File: src/rtl/alu_pkg.sv
// Shared definitions for the multi-cycle ALU: opcodes, FSM states and flag bit positions.
package alu_pkg;

    typedef enum logic [3:0] {
        OP_ADD  = 4'b0000,
        OP_SUB  = 4'b0001,
        OP_AND  = 4'b0010,
        OP_OR   = 4'b0011,
        OP_NOT  = 4'b0100,
        OP_XOR  = 4'b0101,
        OP_LSL  = 4'b0110,
        OP_LSR  = 4'b0111,
        OP_ASL  = 4'b1000,
        OP_ASR  = 4'b1001,
        OP_MULU = 4'b1010,
        OP_DIVU = 4'b1011,
        OP_REMU = 4'b1100
    } alu_op_e;

    typedef enum logic [1:0] {
        ST_IDLE = 2'd0,
        ST_EXEC = 2'd1,
        ST_HOLD = 2'd2
    } alu_state_e;

    localparam int FLAG_V = 3;
    localparam int FLAG_Z = 2;
    localparam int FLAG_C = 1;
    localparam int FLAG_N = 0;

    // Opcodes that need the iterative multiply/divide engine.
    function automatic logic is_iterative(input logic [3:0] op);
        return (op == OP_MULU) || (op == OP_DIVU) || (op == OP_REMU);
    endfunction

endpackage

File: src/rtl/alu_iter_muldiv.sv
// Iterative unsigned multiply (shift-add) and divide/remainder (restoring),
// one bit per cycle. A start pulse loads the operands; done_o flags the
// cycle in which the final iteration is being computed, and the result
// outputs carry that final value so the parent can register it on the same edge.
module alu_iter_muldiv
    import alu_pkg::*;
#(
    parameter int N = 8
) (
    input  logic         clk,
    input  logic         rst,
    input  logic         start_i,
    input  logic [3:0]   op_i,
    input  logic [N-1:0] a_i,
    input  logic [N-1:0] b_i,
    output logic         done_o,
    output logic [N-1:0] result_o,
    output logic         carry_o,
    output logic         div0_o
);

    localparam int CW = $clog2(N + 1);

    // hi holds the upper product half (multiply) or the partial remainder (divide);
    // lo holds the multiplier/lower product (multiply) or dividend/quotient (divide).
    logic [CW-1:0] cnt_q, cnt_d;
    logic [N-1:0]  hi_q, hi_d;
    logic [N-1:0]  lo_q, lo_d;
    logic [N-1:0]  opnd_q, opnd_d;
    logic [3:0]    op_q, op_d;

    logic [N-1:0]  hiStep, loStep;
    logic [N:0]    mulSum, divTrial, divDiff;

    // One iteration of either algorithm. A zero divisor never borrows, so the
    // quotient fills with ones and the remainder ends up equal to the dividend.
    always_comb begin
        mulSum   = {1'b0, hi_q} + (lo_q[0] ? {1'b0, opnd_q} : '0);
        divTrial = {hi_q, lo_q[N-1]};
        divDiff  = divTrial - {1'b0, opnd_q};
        if (op_q == OP_MULU) begin
            hiStep = mulSum[N:1];
            loStep = {mulSum[0], lo_q[N-1:1]};
        end else if (!divDiff[N]) begin
            hiStep = divDiff[N-1:0];
            loStep = {lo_q[N-2:0], 1'b1};
        end else begin
            hiStep = divTrial[N-1:0];
            loStep = {lo_q[N-2:0], 1'b0};
        end
    end

    // Load operands on start, then step while the down-counter is nonzero.
    always_comb begin
        cnt_d  = cnt_q;
        hi_d   = hi_q;
        lo_d   = lo_q;
        opnd_d = opnd_q;
        op_d   = op_q;
        if (start_i) begin
            cnt_d = CW'(N);
            op_d  = op_i;
            hi_d  = '0;
            if (op_i == OP_MULU) begin
                lo_d   = b_i;
                opnd_d = a_i;
            end else begin
                lo_d   = a_i;
                opnd_d = b_i;
            end
        end else if (cnt_q != '0) begin
            cnt_d = cnt_q - CW'(1);
            hi_d  = hiStep;
            lo_d  = loStep;
        end
    end

    // Engine state registers, cleared by reset so an aborted operation leaves nothing behind.
    always_ff @(posedge clk or posedge rst) begin
        if (rst) begin
            cnt_q  <= '0;
            hi_q   <= '0;
            lo_q   <= '0;
            opnd_q <= '0;
            op_q   <= '0;
        end else begin
            cnt_q  <= cnt_d;
            hi_q   <= hi_d;
            lo_q   <= lo_d;
            opnd_q <= opnd_d;
            op_q   <= op_d;
        end
    end

    // Final-iteration values presented to the parent alongside done.
    always_comb begin
        done_o   = (cnt_q == CW'(1));
        result_o = (op_q == OP_REMU) ? hiStep : loStep;
        carry_o  = (op_q == OP_MULU) && (hiStep != '0);
        div0_o   = (op_q != OP_MULU) && (opnd_q == '0);
    end

endmodule

File: src/rtl/alu_multicycle.sv
// Multi-cycle ALU with valid/ready handshakes. Single-cycle ops are computed
// here at accept time; multiply/divide/remainder are delegated to alu_iter_muldiv.
module alu_multicycle
    import alu_pkg::*;
#(
    parameter int N = 8
) (
    input  logic         clk,
    input  logic         rst,
    input  logic         in_valid,
    output logic         in_ready,
    input  logic [N-1:0] A,
    input  logic [N-1:0] B,
    input  logic [3:0]   ALUControl,
    output logic         out_valid,
    input  logic         out_ready,
    output logic [N-1:0] ALUResult,
    output logic [3:0]   ALUFlags
);

    alu_state_e   state_q, state_d;
    logic [N-1:0] result_q, result_d;
    logic [3:0]   flags_q, flags_d;

    logic         accept;
    logic         mdStart, mdDone, mdCarry, mdDiv0;
    logic [N-1:0] mdResult;
    logic [N-1:0] singleRes;
    logic         singleC, singleV;
    logic [N:0]   addSum;

    function automatic logic [3:0] packFlags(input logic [N-1:0] res, input logic c, input logic v);
        logic [3:0] f;
        f         = '0;
        f[FLAG_V] = v;
        f[FLAG_Z] = (res == '0);
        f[FLAG_C] = c;
        f[FLAG_N] = res[N-1];
        return f;
    endfunction

    assign accept = in_valid && in_ready;

    alu_iter_muldiv #(.N(N)) u_muldiv (
        .clk      (clk),
        .rst      (rst),
        .start_i  (mdStart),
        .op_i     (ALUControl),
        .a_i      (A),
        .b_i      (B),
        .done_o   (mdDone),
        .result_o (mdResult),
        .carry_o  (mdCarry),
        .div0_o   (mdDiv0)
    );

    // Single-cycle operations evaluated directly on the live request operands.
    always_comb begin
        addSum    = '0;
        singleRes = '0;
        singleC   = 1'b0;
        singleV   = 1'b0;
        case (ALUControl)
            OP_ADD: begin
                addSum    = {1'b0, A} + {1'b0, B};
                singleRes = addSum[N-1:0];
                singleC   = addSum[N];
                singleV   = (A[N-1] == B[N-1]) && (addSum[N-1] != A[N-1]);
            end
            OP_SUB: begin
                addSum    = {1'b0, A} + {1'b0, ~B} + (N+1)'(1);
                singleRes = addSum[N-1:0];
                singleC   = addSum[N];
                singleV   = (A[N-1] != B[N-1]) && (addSum[N-1] != A[N-1]);
            end
            OP_AND: singleRes = A & B;
            OP_OR:  singleRes = A | B;
            OP_NOT: singleRes = ~A;
            OP_XOR: singleRes = A ^ B;
            OP_LSL, OP_ASL: begin
                singleRes = {A[N-2:0], 1'b0};
                singleC   = A[N-1];
            end
            OP_LSR: begin
                singleRes = {1'b0, A[N-1:1]};
                singleC   = A[0];
            end
            OP_ASR: begin
                singleRes = {A[N-1], A[N-1:1]};
                singleC   = A[0];
            end
            default: singleRes = '0;
        endcase
    end

    // FSM state register.
    always_ff @(posedge clk or posedge rst) begin
        if (rst) begin
            state_q <= ST_IDLE;
        end else begin
            state_q <= state_d;
        end
    end

    // FSM next state: iterative ops detour through EXEC until the engine reports done.
    always_comb begin
        state_d = state_q;
        case (state_q)
            ST_IDLE: if (accept) state_d = is_iterative(ALUControl) ? ST_EXEC : ST_HOLD;
            ST_EXEC: if (mdDone) state_d = ST_HOLD;
            ST_HOLD: if (out_ready) state_d = ST_IDLE;
            default: state_d = ST_IDLE;
        endcase
    end

    // FSM outputs; in_ready is also held low while reset is asserted.
    always_comb begin
        in_ready  = (state_q == ST_IDLE) && !rst;
        out_valid = (state_q == ST_HOLD);
        mdStart   = in_valid && in_ready && is_iterative(ALUControl);
    end

    // Result/flag next value: loaded at accept for single-cycle ops, at done for iterative ones.
    always_comb begin
        result_d = result_q;
        flags_d  = flags_q;
        if (accept && !is_iterative(ALUControl)) begin
            result_d = singleRes;
            flags_d  = packFlags(singleRes, singleC, singleV);
        end else if ((state_q == ST_EXEC) && mdDone) begin
            result_d = mdResult;
            flags_d  = packFlags(mdResult, mdCarry, mdDiv0);
        end
    end

    // Result and flag registers, stable throughout HOLD.
    always_ff @(posedge clk or posedge rst) begin
        if (rst) begin
            result_q <= '0;
            flags_q  <= '0;
        end else begin
            result_q <= result_d;
            flags_q  <= flags_d;
        end
    end

    assign ALUResult = result_q;
    assign ALUFlags  = flags_q;

endmodule

File: config.mk
export PLATFORM = sky130hd
export DESIGN_NAME = alu_multicycle
export DESIGN_NICKNAME = d
export VERILOG_FILES = /design/src/rtl/alu_pkg.sv /design/src/rtl/alu_iter_muldiv.sv /design/src/rtl/alu_multicycle.sv
export SDC_FILE = /design/constraint.sdc
export NUM_CORES = 1
export LEC_CHECK = 0
export ABC_AREA = 1
export CAP_MARGIN = 20
export CORE_MARGIN = 4
export CORE_UTILIZATION = 55
export CTS_CLUSTER_DIAMETER = 60
export CTS_CLUSTER_SIZE = 14
export DETAILED_ROUTE_END_ITERATION = 8
export PLACE_DENSITY = 0.79
export SLEW_MARGIN = 30
export SYNTH_ARGS = -nofsm -noshare
export SYNTH_HDL_FRONTEND = slang
export SYNTH_SLANG_ARGS = --single-unit
File: constraint.sdc
create_clock -name clk -period 2.5 [get_ports clk]
set_input_delay 0.75 -clock clk [delete_from_list [all_inputs] [get_ports clk]]
set_output_delay 0.75 -clock clk [all_outputs]
set_load 0.005 [all_outputs]
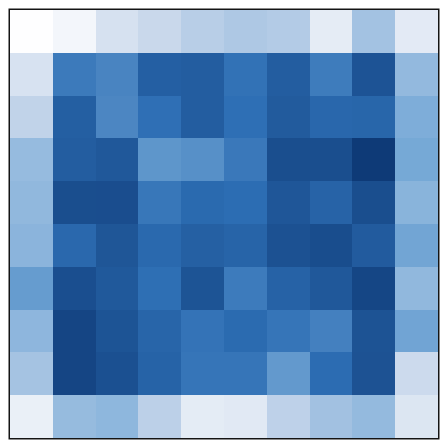
*Cell area per tile, run 1*
10 x 10 tiles, from white (low) to dark blue (high), 0 to 100% covered.
tiles over 75% full	45%
emptiest ninth of the die	upper left
mean over tiles	62%
fullest tile	96%
nearly empty tiles	1.0%

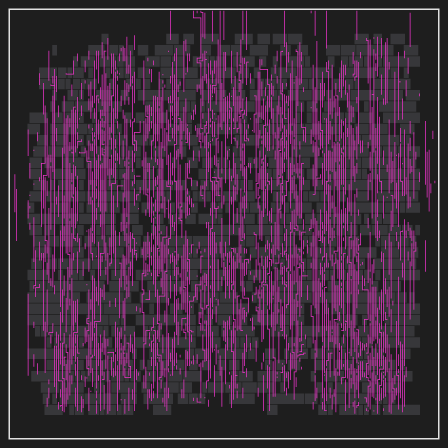
*Metal 2, run 1*
Cells faint in the background.
nets with wire on the layer	826
share of all routed wire	45%
longest straight run	49.0 µm

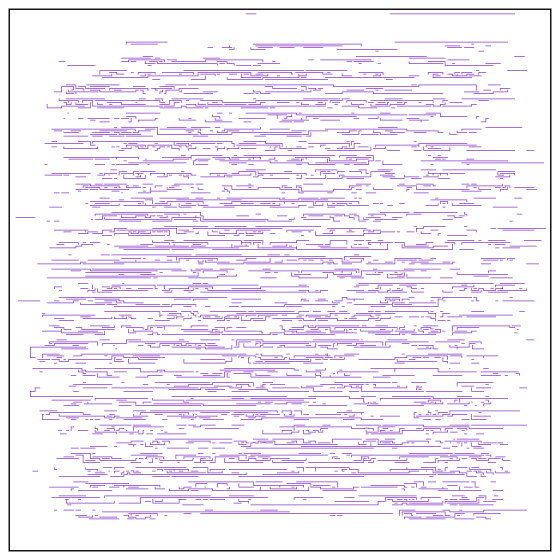
*Met1 routing, run 1*
wire length on this layer	7440 µm
nets with wire on the layer	905
share of all routed wire	42%

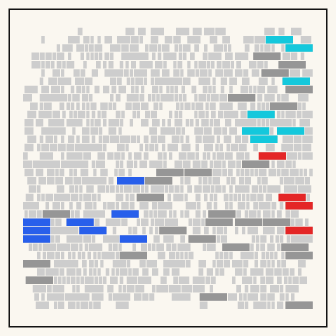
*Sequential cells coloured by netlist name, run 1*
colour	netlist name	flops
blue	`u_muldiv.opnd_q`	8
red	`u_muldiv.cnt_q`	4
cyan	`ALUResult`	7

==> flow_summary.yaml, run 1 <==
# flow metrics
synth:
  yosys-stat-area_mm2: 0.005026
  ys_sh_mux: 0.003983
  yosysWarnings: 0
setup_path:
  reg2reg_from: "u_muldiv.lo_q[7]$_DFFE_PP0P_"
  reg2reg_depth: 18
  path_max_fanout: 7
  crit_family: "simple AND/OR/NAND/NOR gates"
floorplan:
  die_y_um: 103.6
cells_and_area:
  syn_to_final_growth_pct: 35.15
route:
  vias: 5880
placement:
  dp_hpwl_mm: 14.08
  place.gp.congestion: 0.9596
run_status:
  violations: "negative setup slack"
  status: "complete, but fails checks"
grt:
  antenna_found_initial: 0
pwr:
  maxPowerGroup: "combinational logic"
  pg_seq_uw: 1410
clock_tree:
  clk_pin_slew_worst_paths_ps: 100
  postCtsSetupBuffers: 5
final_timing:
  finalCritPeriodShare: 1.005
  setup_ws_ps: -12.29
  setup_viol: 1
==> run 2, diff against run 1 <==
--- a/config.mk
+++ b/config.mk
@@ -13,6 +13,7 @@
 export CTS_CLUSTER_SIZE = 14
 export DETAILED_ROUTE_END_ITERATION = 8
 export PLACE_DENSITY = 0.79
+export SKIP_LAST_GASP = 1
 export SLEW_MARGIN = 30
 export SYNTH_ARGS = -nofsm -noshare
 export SYNTH_HDL_FRONTEND = slang
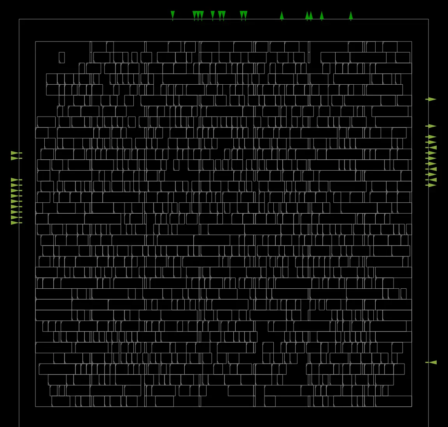
*Cell placement, run 2*
Finished Core Util: 0.7714
Seq cells: 45
Rows: 34
TAP cells: 108
Finished Layout Cells: 1025

==> flow_summary.yaml, run 2 <==
# flow metrics
run_status:
  status: "complete, but fails checks"
  violations: "negative setup slack"
setup_path:
  path_max_fanout: 7
  required_ps: 2710
  arrival_ps: 2720
  crit_family: "simple AND/OR/NAND/NOR gates"
  cp-end-kind: "flop"
  reg2reg_to: "ALUFlags[1]$_DFFE_PP0P_"
  reg2reg_depth: 18
  reg2reg_from: "u_muldiv.lo_q[7]$_DFFE_PP0P_"
floorplan:
  fp-utilization: 0.5708
  die_y_um: 103.6
pwr:
  pg_seq_uw: 1410
  sequentialPowerShare: 0.174
  maxPowerGroup: "combinational logic"
synth:
  synth_area_mm2: 0.005026
  yosysWarnings: 0
  synthArstFlopShare: 1.000
  ys_sh_mux: 0.003983
  yosys-stat-area_mm2: 0.005026
  top_cells_by_area: "dfrtp_1 22%, nand2_1 16%, ha_1 11%, inv_1 7.1%, nor2_1 5.0%"
  top_logic_kind: "simple AND/OR/NAND/NOR gates"
clock_tree:
  cts-root-buf: "clkbuf_8"
  cts_resized: 66
  clk_pin_slew_worst_paths_ps: 100
  postCtsSetupBuffers: 5
route:
  met1_length_mm: 7.435
  vias: 5880
  dr.pass1.iters: 5
cells_and_area:
  seq_share: 0.1658
  syn_to_final_growth_pct: 35.15
  clkbuf_count: 5
  final_nets: 987
  multi_input_comb_cells: 586
final_timing:
  clock_skew_ps: 13.25
  hold_violations: 0
  finalCritPeriodShare: 1.005
  setup_ws_ps: -12.29
  setup_viol: 1
placement:
  place.gp.congestion: 0.9596
  dp_hpwl_mm: 14.08
grt:
  antenna_found_initial: 0
job:
  tool_warnings: 45
==> run 3, diff against run 2 <==
--- a/config.mk
+++ b/config.mk
@@ -8,11 +8,13 @@
 export ABC_AREA = 1
 export CAP_MARGIN = 20
 export CORE_MARGIN = 4
-export CORE_UTILIZATION = 55
+export CORE_UTILIZATION = 56
+export CTS_BUF_LIST = sky130_fd_sc_hd__clkbuf_2
 export CTS_CLUSTER_DIAMETER = 60
 export CTS_CLUSTER_SIZE = 14
 export DETAILED_ROUTE_END_ITERATION = 8
-export PLACE_DENSITY = 0.79
+export PLACE_DENSITY = 0.8
+export RECOVER_POWER = 100
 export SKIP_LAST_GASP = 1
 export SLEW_MARGIN = 30
 export SYNTH_ARGS = -nofsm -noshare
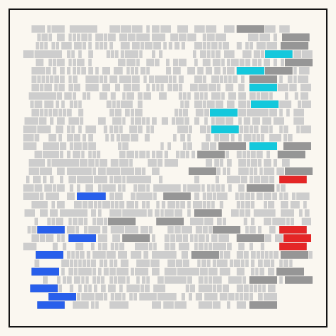
*Sequential cells coloured by netlist name, run 3*
colour	netlist name	flops
cyan	`ALUResult`	7
blue	`u_muldiv.opnd_q`	8
red	`u_muldiv.cnt_q`	4
not coloured	26

==> flow_summary.yaml, run 3 <==
# flow metrics
final_timing:
  setup_viol: 2
  setup_ws_ps: -43.48
placement:
  dp_hpwl_mm: 13.61
  place.gp.congestion: 0.9888
setup_path:
  reg2reg_from: "u_muldiv.lo_q[0]$_DFFE_PP0P_"
  arrival_ps: 2860
  reg2reg_to: "ALUFlags[2]$_DFFE_PP0P_"
  reg2reg_depth: 13
  cp-end-kind: "flop"
  path_max_fanout: 5
cells_and_area:
  syn_to_final_growth_pct: 30.17
  final_nets: 969
  multi_input_comb_cells: 586
  clkbuf_count: 5
job:
  tool_warnings: 46
synth:
  top_logic_kind: "simple AND/OR/NAND/NOR gates"
  synth_area_mm2: 0.005026
  top_cells_by_area: "dfrtp_1 22%, nand2_1 16%, ha_1 11%, inv_1 7.1%, nor2_1 5.0%"
  yosysWarnings: 0
  ys_sh_mux: 0.003983
run_status:
  status: "complete, but fails checks"
  violations: "negative setup slack"
floorplan:
  fp-utilization: 0.5763
  die_y_um: 102.7
  well_tap_count: 108
  placement_rows: 34
grt:
  antenna_found_initial: 0
clock_tree:
  clk_pin_slew_worst_paths_ps: 240
  cts-root-buf: "clkbuf_2"
  cts_resized: 19
pwr:
  maxPowerGroup: "combinational logic"
Power and IR drop assume default switching activity.
